File: src/rtl/notch_sample_feeder.sv
// notch_sample_feeder: buffers ADC strobes in a small FIFO and hands them one at a time to the notch filter.
// Latency: a sample written on edge E reaches data_in at E+1; the sample pulse is high from E+2 to E+3.
// Backpressure: none toward the ADC; a strobe on a full FIFO without a same-edge pop is dropped and counted.
// Optional NOTCH_FEED_OFFSET_BIN_EN: invert the sample MSB at FIFO write (offset-binary to two's complement).
module notch_sample_feeder #(
  parameter int DATA_SIZE  = 24,
  parameter int FIFO_DEPTH = 4,
  parameter int TIMEOUT    = 1024
) (
  input  logic                          clk,
  input  logic                          reset,
  input  logic [DATA_SIZE-1:0]          adc_data,
  input  logic                          adc_valid,
  output logic [DATA_SIZE-1:0]          data_in,
  output logic                          sample,
  input  logic                          filter_done,
  output logic [$clog2(FIFO_DEPTH):0]   fifo_level,
  output logic                          overrun,
  output logic [15:0]                   overrun_cnt,
  output logic                          timeout_err
);

  localparam int AW = $clog2(FIFO_DEPTH);
  localparam int LW = AW + 1;
  localparam int TW = $clog2(TIMEOUT);

  typedef enum logic [1:0] {
    S_IDLE  = 2'd0,
    S_ISSUE = 2'd1,
    S_WAIT  = 2'd2
  } state_t;

  state_t                 state_q, state_d;
  logic [TW-1:0]          timer_q, timer_d;
  logic [AW-1:0]          wr_ptr_q, wr_ptr_d;
  logic [AW-1:0]          rd_ptr_q, rd_ptr_d;
  logic [LW-1:0]          level_q, level_d;
  logic [DATA_SIZE-1:0]   data_in_q, data_in_d;
  logic                   sample_q, sample_d;
  logic                   overrun_q, overrun_d;
  logic [15:0]            overrun_cnt_q, overrun_cnt_d;
  logic                   timeout_err_q, timeout_err_d;
  logic [DATA_SIZE-1:0]   mem_q [FIFO_DEPTH];
  logic [DATA_SIZE-1:0]   mem_d [FIFO_DEPTH];

  logic                   pop;
  logic                   push;
  logic                   drop;
  logic                   full;
  logic [DATA_SIZE-1:0]   wr_dat;

`ifdef NOTCH_FEED_OFFSET_BIN_EN
  assign wr_dat = {~adc_data[DATA_SIZE-1], adc_data[DATA_SIZE-2:0]};
`else
  assign wr_dat = adc_data;
`endif

  // Sequencer: pop from IDLE, pulse from ISSUE, wait for done or timeout.
  always_comb begin
    state_d       = state_q;
    timer_d       = timer_q;
    data_in_d     = data_in_q;
    sample_d      = 1'b0;
    timeout_err_d = timeout_err_q;
    pop           = 1'b0;
    case (state_q)
      S_IDLE: begin
        if (level_q != '0) begin
          pop       = 1'b1;
          data_in_d = mem_q[rd_ptr_q];
          state_d   = S_ISSUE;
        end
      end
      S_ISSUE: begin
        sample_d = 1'b1;
        timer_d  = '0;
        state_d  = S_WAIT;
      end
      S_WAIT: begin
        // done takes priority over a timeout landing on the same edge
        if (filter_done) begin
          state_d = S_IDLE;
        end else if (timer_q == TW'(TIMEOUT - 1)) begin
          timeout_err_d = 1'b1;
          state_d       = S_IDLE;
        end else begin
          timer_d = timer_q + TW'(1);
        end
      end
      default: state_d = S_IDLE;
    endcase
  end

  // FIFO bookkeeping: a full FIFO still accepts a strobe when a pop frees a slot on the same edge.
  always_comb begin
    full          = (level_q == LW'(FIFO_DEPTH));
    push          = adc_valid && (!full || pop);
    drop          = adc_valid && full && !pop;
    wr_ptr_d      = push ? wr_ptr_q + AW'(1) : wr_ptr_q;
    rd_ptr_d      = pop  ? rd_ptr_q + AW'(1) : rd_ptr_q;
    level_d       = level_q + LW'(push) - LW'(pop);
    overrun_d     = overrun_q | drop;
    overrun_cnt_d = overrun_cnt_q;
    if (drop && (overrun_cnt_q != 16'hFFFF)) begin
      overrun_cnt_d = overrun_cnt_q + 16'd1;
    end
    mem_d = mem_q;
    if (push) begin
      mem_d[wr_ptr_q] = wr_dat;
    end
  end

  // Control and status registers; reset abandons any in-flight filter operation.
  always_ff @(posedge clk) begin
    if (reset) begin
      state_q       <= S_IDLE;
      timer_q       <= '0;
      wr_ptr_q      <= '0;
      rd_ptr_q      <= '0;
      level_q       <= '0;
      data_in_q     <= '0;
      sample_q      <= 1'b0;
      overrun_q     <= 1'b0;
      overrun_cnt_q <= '0;
      timeout_err_q <= 1'b0;
    end else begin
      state_q       <= state_d;
      timer_q       <= timer_d;
      wr_ptr_q      <= wr_ptr_d;
      rd_ptr_q      <= rd_ptr_d;
      level_q       <= level_d;
      data_in_q     <= data_in_d;
      sample_q      <= sample_d;
      overrun_q     <= overrun_d;
      overrun_cnt_q <= overrun_cnt_d;
      timeout_err_q <= timeout_err_d;
    end
  end

  // Sample storage needs no reset; the pointers and level define what is valid.
  always_ff @(posedge clk) begin
    mem_q <= mem_d;
  end

  assign data_in     = data_in_q;
  assign sample      = sample_q;
  assign fifo_level  = level_q;
  assign overrun     = overrun_q;
  assign overrun_cnt = overrun_cnt_q;
  assign timeout_err = timeout_err_q;

endmodule

File: config.mk
export PLATFORM = sky130hd
export DESIGN_NAME = notch_sample_feeder
export DESIGN_NICKNAME = d
export VERILOG_FILES = /design/src/rtl/notch_sample_feeder.sv
export SDC_FILE = /design/constraint.sdc
export NUM_CORES = 1
export LEC_CHECK = 0
export CAP_MARGIN = 20
export CELL_PAD_IN_SITES_DETAIL_PLACEMENT = 1
export CELL_PAD_IN_SITES_GLOBAL_PLACEMENT = 1
export CORE_ASPECT_RATIO = 1.25
export CORE_UTILIZATION = 30
export DETAILED_ROUTE_END_ITERATION = 10
export PLACE_DENSITY = 0.65
export SYNTH_ARGS = -nofsm -noshare
export SYNTH_HDL_FRONTEND = slang
export SYNTH_SLANG_ARGS = --single-unit
File: constraint.sdc
create_clock -name clk -period 5.1 [get_ports clk]
set_input_delay 0.51 -clock clk [delete_from_list [all_inputs] [get_ports clk]]
set_output_delay 0.51 -clock clk [all_outputs]
set_load 0.01 [all_outputs]
==> impl_metrics.tcl, run 1 <==
# yosys + openroad results
set metrics [dict create \
    antenna_left 0 \
    p_sw_frac 0.304 \
    slowest_delay_ns 0.76 \
    cts_max_path_buffers 2 \
    dp_cells 799 \
    mux_share 0.103 \
    p_comb_uw 920 \
    syn_area_um2 6320 \
    logic_gates 274 \
    sh_seq_area 0.521 \
    coreArea_um2 20700 \
    p_int_mw 2.62 \
    path_cells "nor3_1, nand2b_1, buf_4, clkinv_1, ha_1, inv_1, ha_1, inv_1, fa_1, xor2_1, xnor2_1, nor2_1" \
    busiest_layer "met2" \
    status "completed" \
    path_delay_family "buffers and inverters" \
    ys_cells 468 \
    via_per_inst 4.89 \
    setup.worst_path.class "register to register" \
    postLayoutCellArea_um2 7920 \
    cts_tree "done" \
    pwr-share-comb 0.244 \
    yosys.area_share.simple 0.126 \
    whs_path_depth 2 \
    p_seq_mw 1.63 \
    layout.area.comb_um2 2040 \
    crit_buf_inv 4 \
    drt-met1-wl_um 5980 \
    p_sw_mw 1.15 \
    slowest_stage "clkinv_1" \
    p_leak_nw 2.59 \
    fmax_ghz 0.288 \
    hold_viol 0 \
    stdcell_count 832 \
    netlist_instances 468 \
    num_antenna_cells 0 \
    ys_ff 158 \
    chipWidth_um 132 \
]
run 1: placed cells by master, fill, tap and decap left out, types with 3 or more instances in the layout:
| cell | netlist | routed |
|---|---|---|
| a31oi_1 | 7 | 7 |
| nor3_1 | 5 | 5 |
| inv_8 | 0 | 3 |
| mux2_1 | 7 | 7 |
| nand4_1 | 5 | 5 |
| inv_6 | 0 | 5 |
| a21oi_1 | 38 | 38 |
| or3_1 | 3 | 3 |
| a211oi_1 | 9 | 9 |
| nor2b_1 | 10 | 10 |
| mux4_2 | 24 | 24 |
| o211ai_1 | 4 | 4 |
| nor2_1 | 23 | 23 |
| ha_1 | 8 | 8 |
| nand3_1 | 15 | 15 |
| clkbuf_16 | 0 | 17 |
| inv_1 | 12 | 12 |
| nand2_1 | 64 | 64 |
| and2_1 | 5 | 5 |
| xnor2_1 | 3 | 3 |
| clkdlybuf4s50_1 | 0 | 72 |
| and3_1 | 3 | 3 |
| buf_4 | 0 | 7 |
| or4_1 | 6 | 6 |
| and4_1 | 3 | 3 |
| edfxtp_1 | 96 | 96 |
| o31ai_1 | 5 | 5 |
| dfxtp_1 | 62 | 61 |
run 1: registers in the layout, indices dropped and copies added (netlist names):
| name | flops |
|---|---|
| data_in | 24 |
| timer_q | 10 |
| overrun | 1 |
| rd_ptr_q | 2 |
| sample | 1 |
| overrun_cnt | 16 |
| state_q | 2 |
| timeout_err | 1 |
| wr_ptr_q | 2 |
| mem_q | 96 |
| fifo_level | 3 |
run 1: per-stage QoR:
stage	power (mW)	utilization	setup slack [ns]	hold slack [ns]
after global placement	2.56	0.354	1.63	0.448
after global routing	3.96	0.382	1.26	0.464
after CTS	3.82	0.381	1.50	0.459
after detailed placement	2.60	0.354	1.50	0.449
after floorplan	2.20	-	2.55	0.469
final	3.76	0.382	1.63	0.456
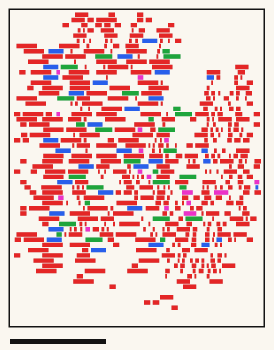
Run 1: cell sizes after repair
Scale bar: 50 um.
blue -> x2  # cells 31, share 5.6%
green -> x6 and larger  # cells 27, share 4.8%
magenta -> x3 and x4  # cells 16, share 2.9%
red -> x1 and smaller  # cells 484, share 87%

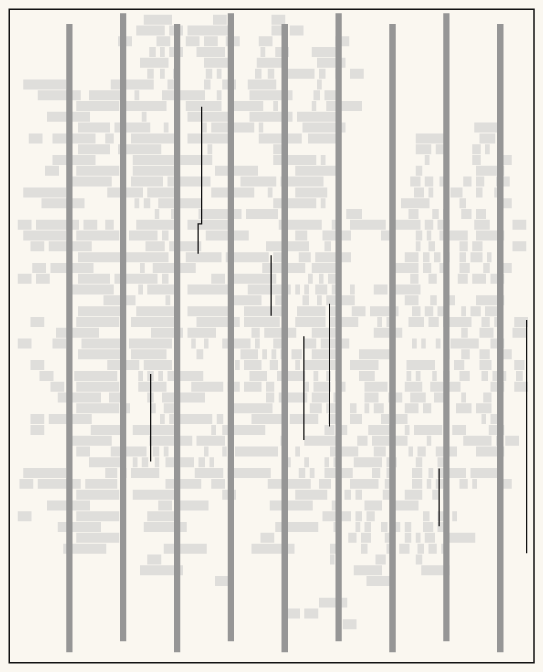
Run 1: the metal 4 layer
Supply wires on this layer in gray.
longest straight run = 58.5 um
wire length on this layer = 204 um
nets with wire on the layer = 4
share of all routed wire = 1.4%
DR vias: 4,070
DRT Wirelength: 14,600 um

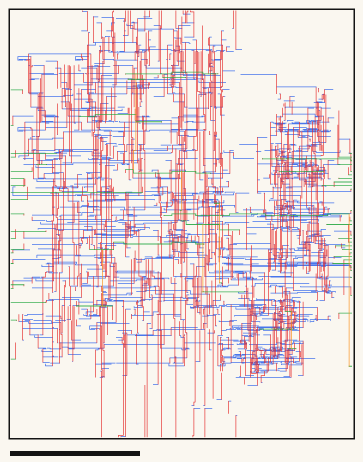
Run 1: routed metal, one color a layer
Scale bar: 50 um.
blue -> M1  # wire length 5,980 um
orange -> M4  # wire length 204 um
red -> M2  # wire length 7,810 um
green -> M3  # wire length 605 um
GRT Total Usage: 0.142
routed len/inst: 17.5 um

Run 1, M3 wires:
Scale bar: 50 um.
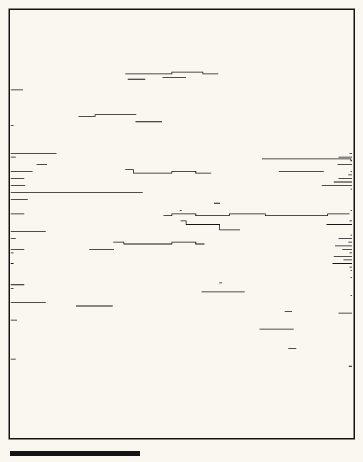

## Run 2: what changed since run 1
clock period = 3.6 ns   (was 5.1 ns; I/O delays follow)
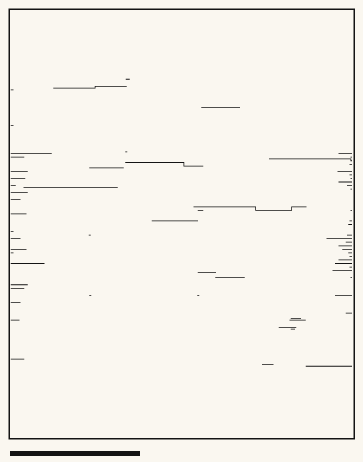
Run 2: M3 wires
Scale bar: 50 um.
main direction = horizontal
nets with wire on the layer = 56

==> run 2 against run 1 <==
Net effect: cell count is the same; utilization is essentially flat; first-iteration DRC count shrank 31%; via count shrank 1.1%; count of clock-buffer cells in the layout shrank 1; clock power grew 45%; synthesized cell count is the same; critical path type unchanged; largest cell class unchanged; largest power group unchanged.
==> impl_metrics.tcl, run 2 <==
# yosys + openroad results
set metrics [dict create \
    antenna_found_initial 0 \
    lay_top_cells "96 x edfxtp_1, 72 x clkdlybuf4s50_1, 64 x nand2_1" \
    finalSetupViolations 0 \
    layout_top_cell "edfxtp_1" \
    cts_max_path_buffers 2 \
    status "completed" \
    cts.sinks 158 \
    drt-met1-wl_um 6340 \
    hold_viol 0 \
    mux_share 0.103 \
    p_leak_nw 2.60 \
    syn_area_um2 6320 \
    netlist_instances 468 \
    whs_path_depth 2 \
    vdd_drop_max_uv 349 \
    route.vias.total 4026 \
    placed_area_um2 7350 \
    yosys.area_share.simple 0.126 \
    largest_register_ffs 96 \
    detail_route.wl_per_cell_um 17.7 \
    setup.worst_path.class "register to register" \
    postLayoutCellArea_um2 7920 \
    via_per_inst 4.84 \
    fmax_ghz 0.379 \
    dr_wl_met2_um 7770 \
    num_antenna_cells 0 \
    chipWidth_um 132 \
    area_growth_pct 25.4 \
    yosys_warnings 0 \
    ys_ff 158 \
    worst_slew_pin_slew_ns 0.981 \
    gr-usage-all-layers 0.145 \
    busiest_layer "met2" \
    yosys-top-cells-count "96 x edfxtp_1, 64 x nand2_1, 62 x dfxtp_1" \
    coreArea_um2 20700 \
    antenna_left 0 \
    layout_min_cycle_time_ns 2.64 \
    wl_um 14700 \
    endpoint_kind "register" \
    largest-register "mem_q" \
    post_synth_num_cell_types 51 \
    ys_cells 468 \
    synth.most_common_cell "edfxtp_1" \
    post_cts_buffers 0 \
    cts_tree "done" \
]
-- run 2: cell counts after synthesis --
Identical to the previous run, type by type.
-- run 2: kinds of logic (layout without fill, tap and decap cells) --
| group | Yosys count | in the layout |
|---|---|---|
| xor+xnor | 5 | 5 |
| simple gates | 156 | 156 |
| mux | 34 | 34 |
| buf+inv | 36 | 126 |
| compound gates | 70 | 70 |
| fa+ha+maj | 9 | 9 |
| flops | 158 | 158 |
-- run 2: per-stage QoR --
step	worst slack, ns	power (mW)	hold WS, ns	util	cells
after detailed placement	0.968	3.69	0.449	0.354	800
final	0.959	5.36	0.456	0.382	832
after CTS	0.897	5.47	0.458	0.382	832
after global routing	0.737	5.65	0.488	0.382	832
after global placement	1.07	3.64	0.448	0.354	800
after floorplan	1.05	3.11	0.459	-	468
-- run 2: area by class of cell --
class	count	area, um2
fill	2169	12800
clock inverter	15	151
timing repair buffer	81	786
inverter	13	48.8
tap	274	343
sequential	158	4130
clock buffer	17	425
multi-input combinational	274	2040
-- run 2: where the power goes --
| group | leakage (nW) | switching, mW | internal [mW] |
|---|---|---|---|
| clock network | 0.279 | 0.778 | 0.974 |
| registers | 1.39 | 0.188 | 2.16 |
| logic | 0.930 | 0.652 | 0.612 |
| total | 2.60 | 1.62 | 3.75 |
-- run 2: critical path, cell delays in order, from the launching register on --
cell	delay [ns]
dfxtp_1	0.35
nor3_1	0.25
nand2b_1	0.15
buf_4	0.32
clkinv_1	0.15
ha_1	0.31
inv_1	0.06
ha_1	0.14
inv_1	0.05
fa_1	0.36
xor2_1	0.17
xnor2_1	0.13
nor2_1	0.05
Power is estimated from default activity; no workload was simulated.
